==> config.mk <==
export PLATFORM = sky130hd
export DESIGN_NAME = ama_err_monitor
export DESIGN_NICKNAME = d
export VERILOG_FILES = /design/src/rtl/ama_pkg.sv /design/src/rtl/ama_pipe_slice.sv /design/src/rtl/ama_err_monitor.sv
export SDC_FILE = /design/constraint.sdc
export NUM_CORES = 1
export LEC_CHECK = 0
export CORE_MARGIN = 1.5
export CORE_UTILIZATION = 40
export CTS_CLUSTER_DIAMETER = 60
export DETAILED_ROUTE_END_ITERATION = 8
export GPL_TIMING_DRIVEN = 0
export PLACE_DENSITY = 0.65
export SLEW_MARGIN = 25
export SYNTH_ARGS = -nofsm -noshare
export SYNTH_HDL_FRONTEND = slang
export SYNTH_SLANG_ARGS = --single-unit
==> constraint.sdc <==
create_clock -name clk -period 3.5 [get_ports clk]
set_input_delay 0.525 -clock clk [delete_from_list [all_inputs] [get_ports clk]]
set_output_delay 0.525 -clock clk [all_outputs]
set_load 0.01 [all_outputs]
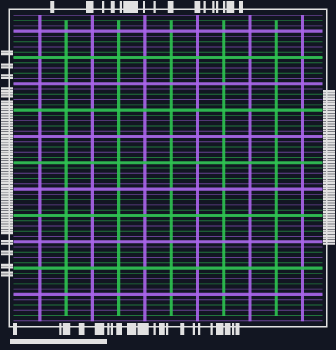
*Floorplan with the power grid, run 1*
The bar under the picture is 50 um long. Pins as bars on the die edge.
- green: VDD
- purple: VSS
- met5 straps: 11
- rows: 58
- met4 straps: 11
- signal pins: 215
die height: 163 um
maximum vdd drop: 0.381 mV
die width: 163 um
Core ar.: 0.0252 mm2

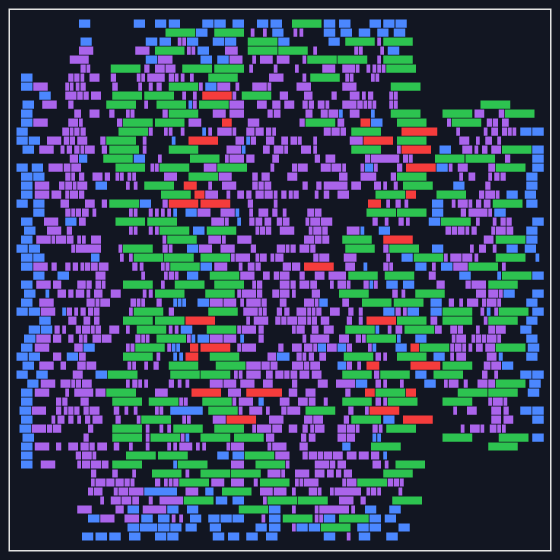
*Cells coloured by class, run 1*
- green: sequential cells (cells 176; share of their area 33%)
- blue: remaining buffers and delay cells (cells 261; share of their area 18%)
- purple: combinational and other logic (cells 914; share of their area 44%)
- red: clock drivers and dummy loads (cells 31; share of their area 4.5%)
final core occ: 54.2%
fin area: 0.0136 mm2
Rows: 58

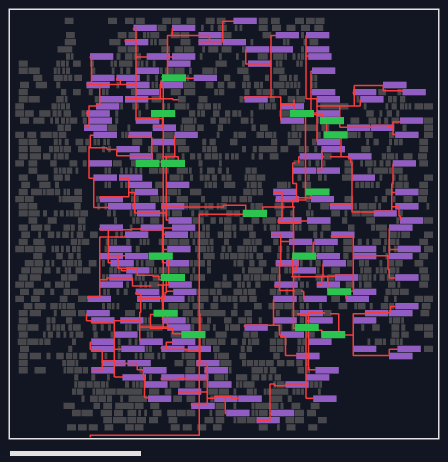
*Clock network drawn from the DEF, run 1*
The bar under the picture is 50 um long.
- green: clock drivers (count 17)
- red: clock wires (length 2140 um)
- purple: flip-flops (count 176)
- flops lie: all over the die
- routed clock nets: 18
Clk Latency, worst-skew pair: 0.43 ns
clock power share: 23.3%
Clock net power: 1950 uW
Worst Skew: 0.0104 ns

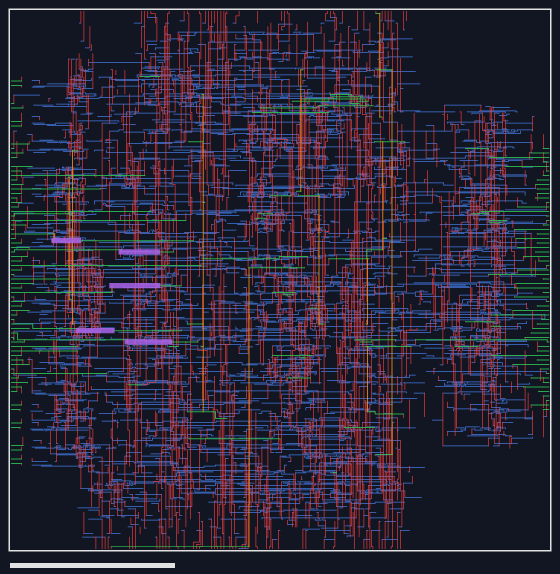
*Metal layers overlaid, run 1*
The bar under the picture is 50 um long.
- blue: metal 1 (wire length 12900 um)
- orange: metal 4 (wire length 571 um)
- red: metal 2 (wire length 12500 um)
- purple: metal 5 (wire length 55.2 um)
- green: metal 3 (wire length 1520 um)
post-DR wirelength/cell: 16.0 um
final wirelength: 27500 um
Tot GR Track Use: 21.1%
via count: 8801

==> metrics.csv, run 1 <==
metric,value,unit
max-cap check violation count,0,
PwrDens,612,mW/mm2
via/cell ratio,5.14,
Synth-to-Final Area Change,32.9,%
CP max stage cell,or4b_4,
setup TNS,0,ns
Nets at Floorplan,1302,
Post-synth EDFFs,0,
LEAKAGE,0.00611,uW
Worst-path clk slew,0.07,ns
Hold Path Class,register to register,
Synth Register Bits,176,
Setup Viol. Count Final,0,
largest net degree at the start of global routing,80,
relative slew slack,50.0,%
ys async rst share,100,%
post-synthesis cell count,1128,
DRC,0,
final tally of hold violations,0,
tool warnings,29,
layout cells sized above 1,8.03,%
Yosys cell types,62,
vias in the first global route,8549,
Yosys Chip Area,0.0103,mm2
Die ar.,0.0266,mm2
Setup CP Type,register to register,
fin nets,1544,
number of flip-flops in the largest register,76,
CTS tree,done,
"Avg Cell Area, Syn",9.11,um2
setup ws final,0.159,ns
first-pass GRT wire length,44200,um
"Largest delay share family, worst path",AND-OR/OR-AND gates,
"Req. time, crit path",3.80,ns
TritonCTS Buffers,17,
DP HPWL,21700,um
GRT Residual Overflow,0,
CTS root buf,clkbuf_16,
Mapped Area,0.0103,mm2
CTS Sinks,176,
FILL cells,2348,
Hold Path Depth,2,
IO Pins,215,
Worst path max stage delay,0.55,ns
Worst-Margin Slew,0.750,ns
CP most frequent cell,inv_2,
worst path arrival time,3.64,ns
Tot Pwr,8350,uW
unrepaired setup endpoints after global routing,true,
Tmin final,3.34,ns
endpoints left unconstrained,2,
1st-iter DRT viols,740,
Startpoint Class,register,
sequential area share after synthesis,42.9,%
yosys warning tally,0,
worst slack at placement,-0.681,ns
DRT Pass-1 Iters,5,
initial antenna violation count,6,
CP max FO,8,
"Top FF cell, synth",dfrtp_1,
Worst path depth,14,
r2r setup slk,0.16,ns
Worst Setup End Kind,register,
port buffer count,211,
yosys cell count,1128,
max frequency,299,MHz
FF-to-FF path depth,14,
status,completed,
Slew Limit Fails,0,
routability cong.,0.875,
FP Core Util,40.8,%
-- run 1: cell usage in the layout (no fill, tap or decap), types with 31 or more instances in the layout --
cell / Yosys / layout
clkdlybuf4s50_1: 0 / 210
mux2_2: 40 / 40
inv_1: 53 / 51
xnor2_1: 31 / 31
xor2_1: 46 / 46
a21oi_1: 66 / 65
dfrtp_1: 176 / 176
ha_1: 66 / 65
nor2_1: 62 / 62
nand2_1: 224 / 224
o21ai_0: 95 / 94
-- run 1: worst min-delay path: stages, from the launching register on --
cell and delay, ns:
dfrtp_1 0.34, nand2_1 0.05, nand2_1 0.05
-- run 1: routing by layer --
layer	GRT usage (%)	routed length, um
met1	28.7	12900
met2	33.3	12500
met3	4.47	1520
met4	6.80	570
met5	0	55
-- run 1: where the power goes --
part / total, uW / internal [uW] / switching, uW
clock: 1950 / 1080 / 867
combinational: 3560 / 1700 / 1860
sequential: 2840 / 2500 / 344
total: 8350 / 5280 / 3070
-- run 1: synth_stat cells, types with 17 or more instances --
library cell | n | area (um2)
ha_1 | 66 | 826
clkbuf_1 | 30 | 113
mux2_2 | 40 | 450
xor2_1 | 46 | 403
nand2b_1 | 17 | 106
dfrtp_1 | 176 | 4400
xnor2_1 | 31 | 272
nand3_1 | 25 | 125
nand2_1 | 224 | 841
a21oi_1 | 66 | 330
a21o_1 | 24 | 180
o21ai_0 | 95 | 475
inv_1 | 53 | 199
nor2_1 | 62 | 233
-- run 1: cell families (layout without fill, tap and decap cells) --
group	Yosys count	in the layout	synth area share, %
and+or+nand+nor	396	396	17.1
AOI/OAI and AO/OA	277	277	16.8
DFF	176	176	42.9
buffers and inverters	91	345	3.41
xor gates and xnor gates	77	77	6.57
adders and majority gates	69	69	8.62
muxes	42	42	4.58
other	0	1	0
-- run 1: through the flow --
| stage | std cells | hold WS [ns] |
|---|---|---|
| floorplan | 1128 | 0.229 |
| global placement | 1669 | 0.460 |
| detailed placement | 1671 | 0.372 |
| CTS | 1706 | 0.479 |
| global route | 1712 | 0.493 |
| finish | 1713 | 0.474 |
-- run 1: layout make-up --
class | instances | area [um2] | share of cell area (%)
diodes | 1 | 2.50 | 0.0183
plain buffers | 38 | 151 | 1.11
multi-input cells | 861 | 5630 | 41.3
flip-flops and latches | 176 | 4400 | 32.3
repair buffers | 223 | 2250 | 16.5
clock inverters | 14 | 173 | 1.27
clock buffers | 17 | 425 | 3.12
inverters | 53 | 199 | 1.46
well taps | 330 | 413 | 3.03
-- run 1: timing repair --
item | in CTS | in global routing
pin swaps | 6 | 17
gates resized | 4 | 23
hold buffers | 1 | 0
endpoints found under the setup margin | 3 | 6
endpoints found under the hold margin | 22 | 0
setup buffers | 3 | 6
--- run 2 (diff from run 1) ---
- CORE_UTILIZATION: 40 -> 55
- PLACE_DENSITY: 0.65 -> 0.82
- SYNTH_HIERARCHICAL: default -> 1
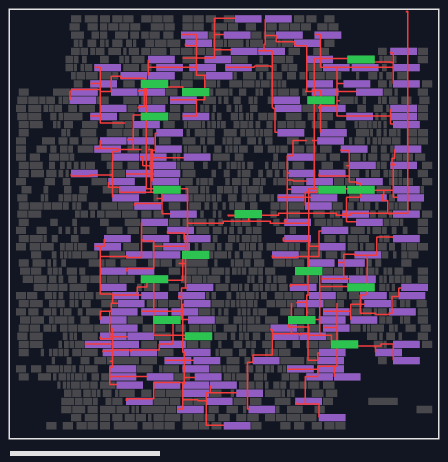
*Clock network drawn from the DEF, run 2*
The bar under the picture is 50 um long.
- purple: flip-flops (count 176)
- red: clock wires (length 2040 um)
- green: clock drivers (count 17)
- flops lie: all over the die
- routed clock nets: 18
Worst Skew: 0.00997 ns
Clock net power: 1890 uW

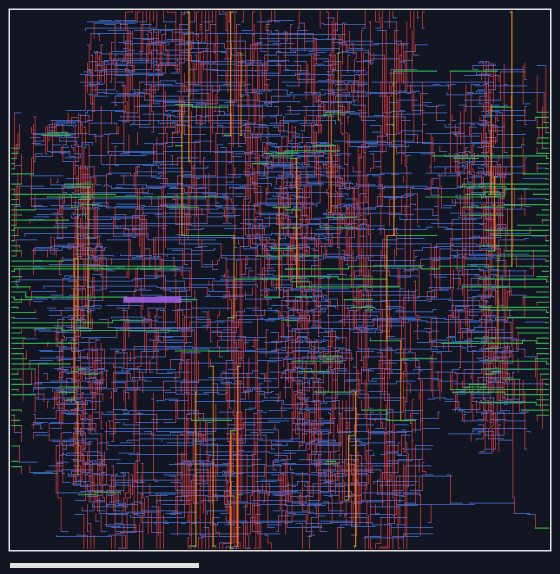
*Metal layers overlaid, run 2*
The bar under the picture is 50 um long.
- purple: metal 5 (wire length 13.8 um)
- orange: metal 4 (wire length 829 um)
- blue: metal 1 (wire length 11600 um)
- green: metal 3 (wire length 1620 um)
- red: metal 2 (wire length 12000 um)
post-DR wirelength/cell: 17.0 um
via count: 8475
final wirelength: 26000 um
Tot GR Track Use: 26.3%

==> run 2 against run 1 <==
Synthesized cell count fell by 11%. Critical path depth rose by 1. Worst setup slack got worse by 0.70 ns. Routed wire length fell by 5.4%. Core utilization rose by 18 points. Sequential power rose by 7.0%. Count of clock-buffer cells in the layout rose by 2. Design area rose by 2.8%. Highest routed layer unchanged. First-iteration DRC count fell by 48%. Combinational power rose by 25%. Register-to-register slack got worse by 0.70 ns. The flow now finishes with violations (setup timing). Die size fell by 23%.
==> metrics.csv, run 2 <==
metric,value,unit,change
Mapped Area,0.0108,mm2,+5.0%
Worst path max stage delay,0.51,ns,-0.04 ns
failing checks,setup timing,,
Setup CP Type,register to register,,
post-route insts no fill,1528,,-11%
unrepaired setup endpoints after global routing,true,,
top sig layer,met5,,
"Req. time, crit path",3.81,ns,about the same
"Avg Cell Area, Syn",10.7,um2,+17%
first-pass GRT wire length,41900,um,-5.3%
"Clk Latency, worst-skew pair",0.43,ns,about the same
most frequent logic cell in the layout,clkdlybuf4s50_1,,
yosys warning tally,6,,+6
initial antenna violation count,1,,-5
dpl cells,1486,,-11%
setup ws final,-0.536,ns,-0.696 ns
CP max FO,3,,-5
vias in the first global route,8351,,-2.3%
CTS tree,done,,
Setup Viol. Count Final,1,,+1
via/cell ratio,5.55,,+8.0%
LEAKAGE,0.00628,uW,+2.7%
DP HPWL,19900,um,-8.5%
fin nets,1424,,-7.8%
maximum vdd drop,0.352,mV,-7.5%
die width,143,um,-12%
Worst-path clk slew,0.07,ns,about the same
Logic area,0.00606,mm2,+7.6%
GRT Residual Overflow,0,,unchanged
endpoints left unconstrained,2,,unchanged
ant diodes,0,,-1
Die ar.,0.0205,mm2,-23%
status,"complete, but fails checks",,
Synth-to-Final Area Change,30.1,%,
met1 WL,11600,um,-9.9%
[run 2: area by class of cell]
| class | count | share of cell area, % |
|---|---|---|
| Tap cell | 265 | 2.36 |
| Buffer | 34 | 1.53 |
| Clock inverter | 13 | 0.963 |
| Sequential cell | 176 | 31.4 |
| Timing Repair Buffer | 222 | 15.8 |
| Clock buffer | 19 | 3.23 |
| Inverter | 58 | 1.55 |
| Multi-Input combinational cell | 741 | 43.2 |
[run 2: critical path: cells and delay by family (launching register included)]
family	cells	cell delay, ns
flops	1	0.40
fa+ha+maj	2	0.53
compound gates	5	0.97
mux	1	0.27
simple gates	4	1.49
buf+inv	2	0.11
xor+xnor	1	0.16
[run 2: stage by stage]
stage	cell area [um2]	util, %	total power (uW)	hold slack, ns
2_1_floorplan	10800	-	5700	0.229
3_3_place_gp	13200	68.5	7270	0.488
3_5_place_dp	13300	68.7	7380	0.493
4_1_cts	14000	72.2	9360	0.109
5_1_grt	14000	72.6	9940	0.140
6_report	14000	72.6	9390	0.0722
[run 2: report_power, final]
part	internal, uW	total [uW]	switching [uW]
logic	2350	4450	2100
clock network	1090	1890	806
registers	2610	3040	429
total	6050	9390	3330
[run 2: repair_timing]
| item | 4_1_cts | 5_1_grt |
|---|---|---|
| endpoints found under the setup margin | 6 | 7 |
| pin swaps | 11 | 12 |
| buffers inserted | 6 | 4 |
| gates resized | 14 | 12 |
[run 2: routing by layer]
metal  GRT usage (%)  vias to the layer above
met2            41.9                      296
li1                -                     4085
met1            34.9                     4034
met3            5.73                       58
met5               0                        -
met4            10.7                        2
Power figures rest on the tool's default switching activity, not on a simulated workload.
